===== config.mk =====
export PLATFORM = sky130hd
export DESIGN_NAME = run_controller
export DESIGN_NICKNAME = d
export VERILOG_FILES = /design/src/rtl/run_controller.sv
export SDC_FILE = /design/constraint.sdc
export NUM_CORES = 1
export LEC_CHECK = 0
export ABC_CLOCK_PERIOD_IN_PS = 3100
export CORE_UTILIZATION = 53
export DETAILED_ROUTE_END_ITERATION = 10
export HOLD_SLACK_MARGIN = 0.05
export PLACE_DENSITY = 0.83
export SLEW_MARGIN = 20
export SYNTH_ARGS = -nofsm -noshare
export SYNTH_HDL_FRONTEND = slang
export SYNTH_SLANG_ARGS = --single-unit

===== constraint.sdc =====
create_clock -name clk -period 3.1 [get_ports clk]
set_clock_uncertainty 0.05 [all_clocks]
set_input_delay 0.775 -clock clk [delete_from_list [all_inputs] [get_ports clk]]
set_output_delay 0.775 -clock clk [all_outputs]
set_load 0.02 [all_outputs]

===== src/rtl/run_controller.sv =====
// Program-run sequencer for the single-cycle core: start/ack handshake, core-clear init phase,
// datapath gating (run_en) and a RUN-cycle watchdog.
module run_controller #(
   parameter int unsigned MAX_CYCLES  = 4096,
   parameter int unsigned CNT_W       = 16,
   parameter int unsigned INIT_CYCLES = 2
) (
   input  logic             clk,
   input  logic             reset,
   input  logic             start,
   input  logic             done_instr,
   output logic             run_en,
   output logic             core_clear,
   output logic             ack,
   output logic             timed_out,
   output logic [CNT_W-1:0] cycle_count
);

   localparam int unsigned InitW = (INIT_CYCLES > 1) ? $clog2(INIT_CYCLES) : 1;
   localparam logic [InitW-1:0] InitLoad     = InitW'(INIT_CYCLES - 1);
   localparam logic [CNT_W-1:0] LastRunCount = CNT_W'(MAX_CYCLES - 1);

   typedef enum logic [2:0] {
      StIdle    = 3'd0,
      StArmed   = 3'd1,
      StInit    = 3'd2,
      StRun     = 3'd3,
      StDone    = 3'd4,
      StTimeout = 3'd5
   } state_e;

   state_e            state_q, state_d;
   logic [InitW-1:0]  init_cnt_q, init_cnt_d;
   logic [CNT_W-1:0]  cnt_q, cnt_d;

   always_ff @(posedge clk) begin
      if (reset) begin
         state_q    <= StIdle;
         init_cnt_q <= '0;
         cnt_q      <= '0;
      end else begin
         state_q    <= state_d;
         init_cnt_q <= init_cnt_d;
         cnt_q      <= cnt_d;
      end
   end

   always_comb begin
      state_d    = state_q;
      init_cnt_d = init_cnt_q;
      cnt_d      = cnt_q;
      case (state_q)
         StIdle: begin
            if (start) state_d = StArmed;
         end
         StArmed: begin
            // The run is launched by the falling edge of start, not its level.
            if (!start) begin
               state_d    = StInit;
               init_cnt_d = InitLoad;
               cnt_d      = '0;
            end
         end
         StInit: begin
            if (init_cnt_q == '0) state_d = StRun;
            else                  init_cnt_d = init_cnt_q - InitW'(1);
         end
         StRun: begin
            cnt_d = cnt_q + CNT_W'(1);
            // DONE wins over the watchdog when both land on the same cycle.
            if (done_instr)                  state_d = StDone;
            else if (cnt_q == LastRunCount)  state_d = StTimeout;
         end
         StDone, StTimeout: begin
            if (start) state_d = StArmed;
         end
         default: begin
            state_d    = StIdle;
            init_cnt_d = '0;
            cnt_d      = '0;
         end
      endcase
   end

   always_comb begin
      run_en      = 1'b0;
      core_clear  = 1'b0;
      ack         = 1'b0;
      timed_out   = 1'b0;
      cycle_count = cnt_q;
      case (state_q)
         StIdle, StArmed: ;
         StInit:    core_clear = 1'b1;
         StRun:     run_en     = 1'b1;
         StDone:    ack        = 1'b1;
         StTimeout: begin
            ack       = 1'b1;
            timed_out = 1'b1;
         end
         default:   cycle_count = '0;
      endcase
   end

endmodule


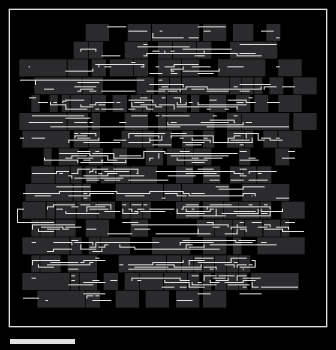
Figure 1: run 1, the metal 1 layer.
Scale bar: 10 um.
main direction = horizontal
wire length on this layer = 1110 um

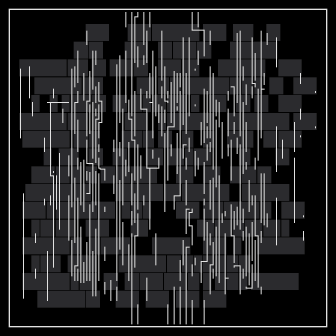
Figure 2: run 1, signal wires on met2.
nets with wire on the layer = 141
share of all routed wire = 51%
wire length on this layer = 1260 um

==> impl_metrics.env <==
# implementation run metrics
export IMPL_status="finished, final reports clean"
export IMPL_setup_viol=0
export IMPL_fin_crit_sh_pct=89.0
export IMPL_critPathMaxFanout=16
export IMPL_final_nets=168
export IMPL_report_final_slew_viol_count=0
export IMPL_grt_pass1_vias=1023
export IMPL_htreeDepth=1
export IMPL_drtIter0Drc=26
export IMPL_hold_buffers=0
export IMPL_gp_congestion=0.848
export IMPL_synth_seq_share_pct=35.2
export IMPL_async_reset_ff_share_pct=0
export IMPL_fin_setup_tns_ns=0
export IMPL_die_h_um=48.3
export IMPL_mux_share_pct=0
export IMPL_rows=16
export IMPL_yosys_area_share_aoi_pct=16.3
export IMPL_criticalPathCategory="flip-flop to output pin"
export IMPL_edf_count=0
export IMPL_cts_num_sinks=20
export IMPL_port_buffers=23
export IMPL_fin_ws_ns=0.341
export IMPL_ys_warn_count=0
export IMPL_logic_area_um2=696
export IMPL_grt_pass1_wl_um=4350
export IMPL_warning_count=26
export IMPL_final_common_cell="clkdlybuf4s50_1"
export IMPL_fin_crit_ns=2.76
export IMPL_grt_max_degree=17
export IMPL_wirelength_um=2460
export IMPL_cts_buffer_depth=2
export IMPL_dp_slack_ns=0.317
export IMPL_syn2layout_area_growth_pct=23.3
export IMPL_final_hold_violation_count=0
export IMPL_cts_setup_buffers=0
export IMPL_synth_area_um2=1140
export IMPL_r2r_end="cnt_q[13]$_SDFFE_PP0P_"
export IMPL_power_density_nw_per_um2=324
export IMPL_path_clk_slew_ns=0.10
export IMPL_wire_per_inst_um=13.1
export IMPL_clkLatencyLatePin_ns=0.29
export IMPL_syn_area_per_cell_um2=8.17
export IMPL_fillCellCount=156
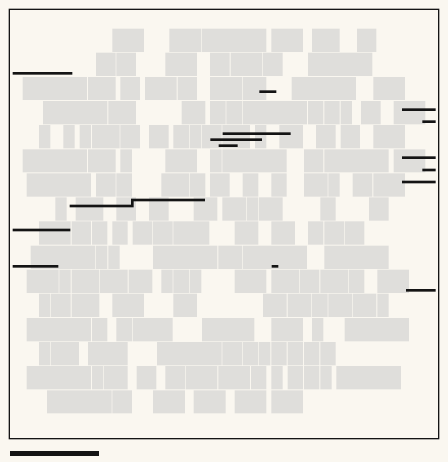
Figure 3: run 1, the metal 3 layer.
Scale bar: 10 um.
nets with wire on the layer = 13
longest straight run = 8.00 um
share of all routed wire = 2.7%
main direction = horizontal
wire length on this layer = 65.7 um

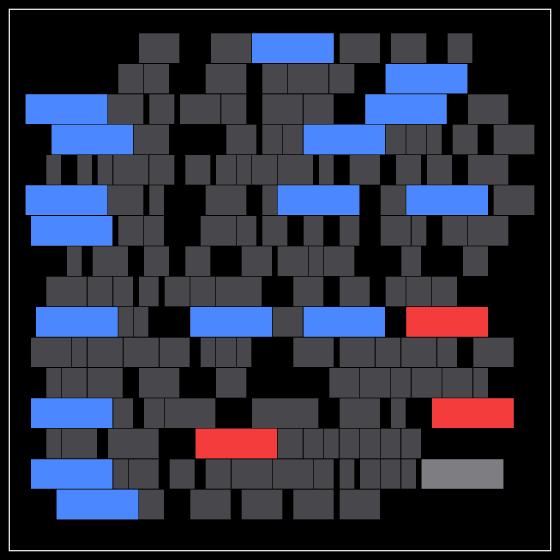
Figure 4: run 1, register map, names as in the netlist.
Other sequential cells in the stronger grey, the rest of the logic in the fainter grey.
state_q -> red  # sequential cells 3
cnt_q -> blue  # sequential cells 16, where all over the die
not coloured = 1
final core utilization: 70.7%
Reg area: 400 um^2

run 1: routing by layer:
layer	GRT usage, %	part of all wire [%]	vias to the layer above	routed length (um)
met5	0	0	-	0
met4	8.82	1.4	0	34
met3	3.77	2.6	4	65
met2	41.3	51	17	1260
met1	28.7	45	514	1110
li1	-	-	544	-
run 1: registers in the layout (all words and copies together), names as in the netlist:
name and count:
init_cnt_q 1, cnt_q 16, state_q 3
run 1: critical path: stages (launching register included):
cell and delay [ns]:
dfxtp_1 0.49, nand2_1 0.33, and2_1 0.28, clkdlybuf4s50_1 0.54
run 1: stage by stage:
step | hold slack (ns) | area, um^2 | total power, mW | util, %
after floorplan | 0.398 | 1140 | 0.321 | -
after global routing | 0.488 | 1400 | 0.474 | 70.7
after CTS | 0.446 | 1400 | 0.457 | 70.7
final | 0.453 | 1400 | 0.454 | 70.7
after global placement | 0.419 | 1380 | 0.337 | 69.6
after detailed placement | 0.429 | 1380 | 0.339 | 69.6
run 1: worst min path at each step:
stage                       startpoint                       to  slack, ns  cells past startpoint
2_1_floorplan  init_cnt_q$_SDFFE_PP0P_  init_cnt_q$_SDFFE_PP0P_       0.40                      2
3_3_place_gp   init_cnt_q$_SDFFE_PP0P_  init_cnt_q$_SDFFE_PP0P_       0.42                      2
3_5_place_dp   init_cnt_q$_SDFFE_PP0P_  init_cnt_q$_SDFFE_PP0P_       0.43                      2
4_1_cts        init_cnt_q$_SDFFE_PP0P_  init_cnt_q$_SDFFE_PP0P_       0.45                      2
5_1_grt         cnt_q[15]$_SDFFE_PP0P_   cnt_q[15]$_SDFFE_PP0P_       0.49                      2
6_report       init_cnt_q$_SDFFE_PP0P_  init_cnt_q$_SDFFE_PP0P_       0.45                      2
run 1: cell families after synthesis:
group / after synthesis
adder cells (fa/ha/maj): 1
flip-flops: 20
XOR/XNOR: 9
AND/OR/NAND/NOR: 74
AND-OR/OR-AND: 28
buffers and inverters: 7
run 1: cell usage after synthesis, types with 2 or more instances:
cell / n / area share, %
o21ai_0: 4 / 1.8
nand4_1: 4 / 2.2
clkbuf_1: 2 / 0.66
nor4_1: 3 / 1.7
nor2_1: 14 / 4.6
nor3b_1: 2 / 1.3
nor3_1: 4 / 1.8
or3_1: 4 / 2.2
dfxtp_1: 20 / 35
a21oi_1: 11 / 4.8
buf_2: 2 / 0.88
nand2_1: 9 / 3.0
xnor2_1: 8 / 6.2
o21ai_1: 3 / 1.3
nand3_1: 4 / 1.8
or4_1: 4 / 2.6
and2_1: 18 / 9.9
run 1: report_power, final:
part           leakage [nW]  total, mW  internal, mW  switching [mW]
Combinational         0.283     0.0623        0.0273          0.0350
Clock                0.0138      0.119        0.0452          0.0740
Sequential            0.162      0.272         0.263         0.00925
Total                 0.459      0.454         0.335           0.118
run 1: layout make-up:
class / count / share of cell area, %
Clock buffer: 3 / 1.61
Inverter: 1 / 0.268
Multi-Input combinational cell: 112 / 49.6
Sequential cell: 20 / 28.6
Tap cell: 27 / 2.41
Timing Repair Buffer: 25 / 17.5
Power is estimated from default activity; no workload was simulated.
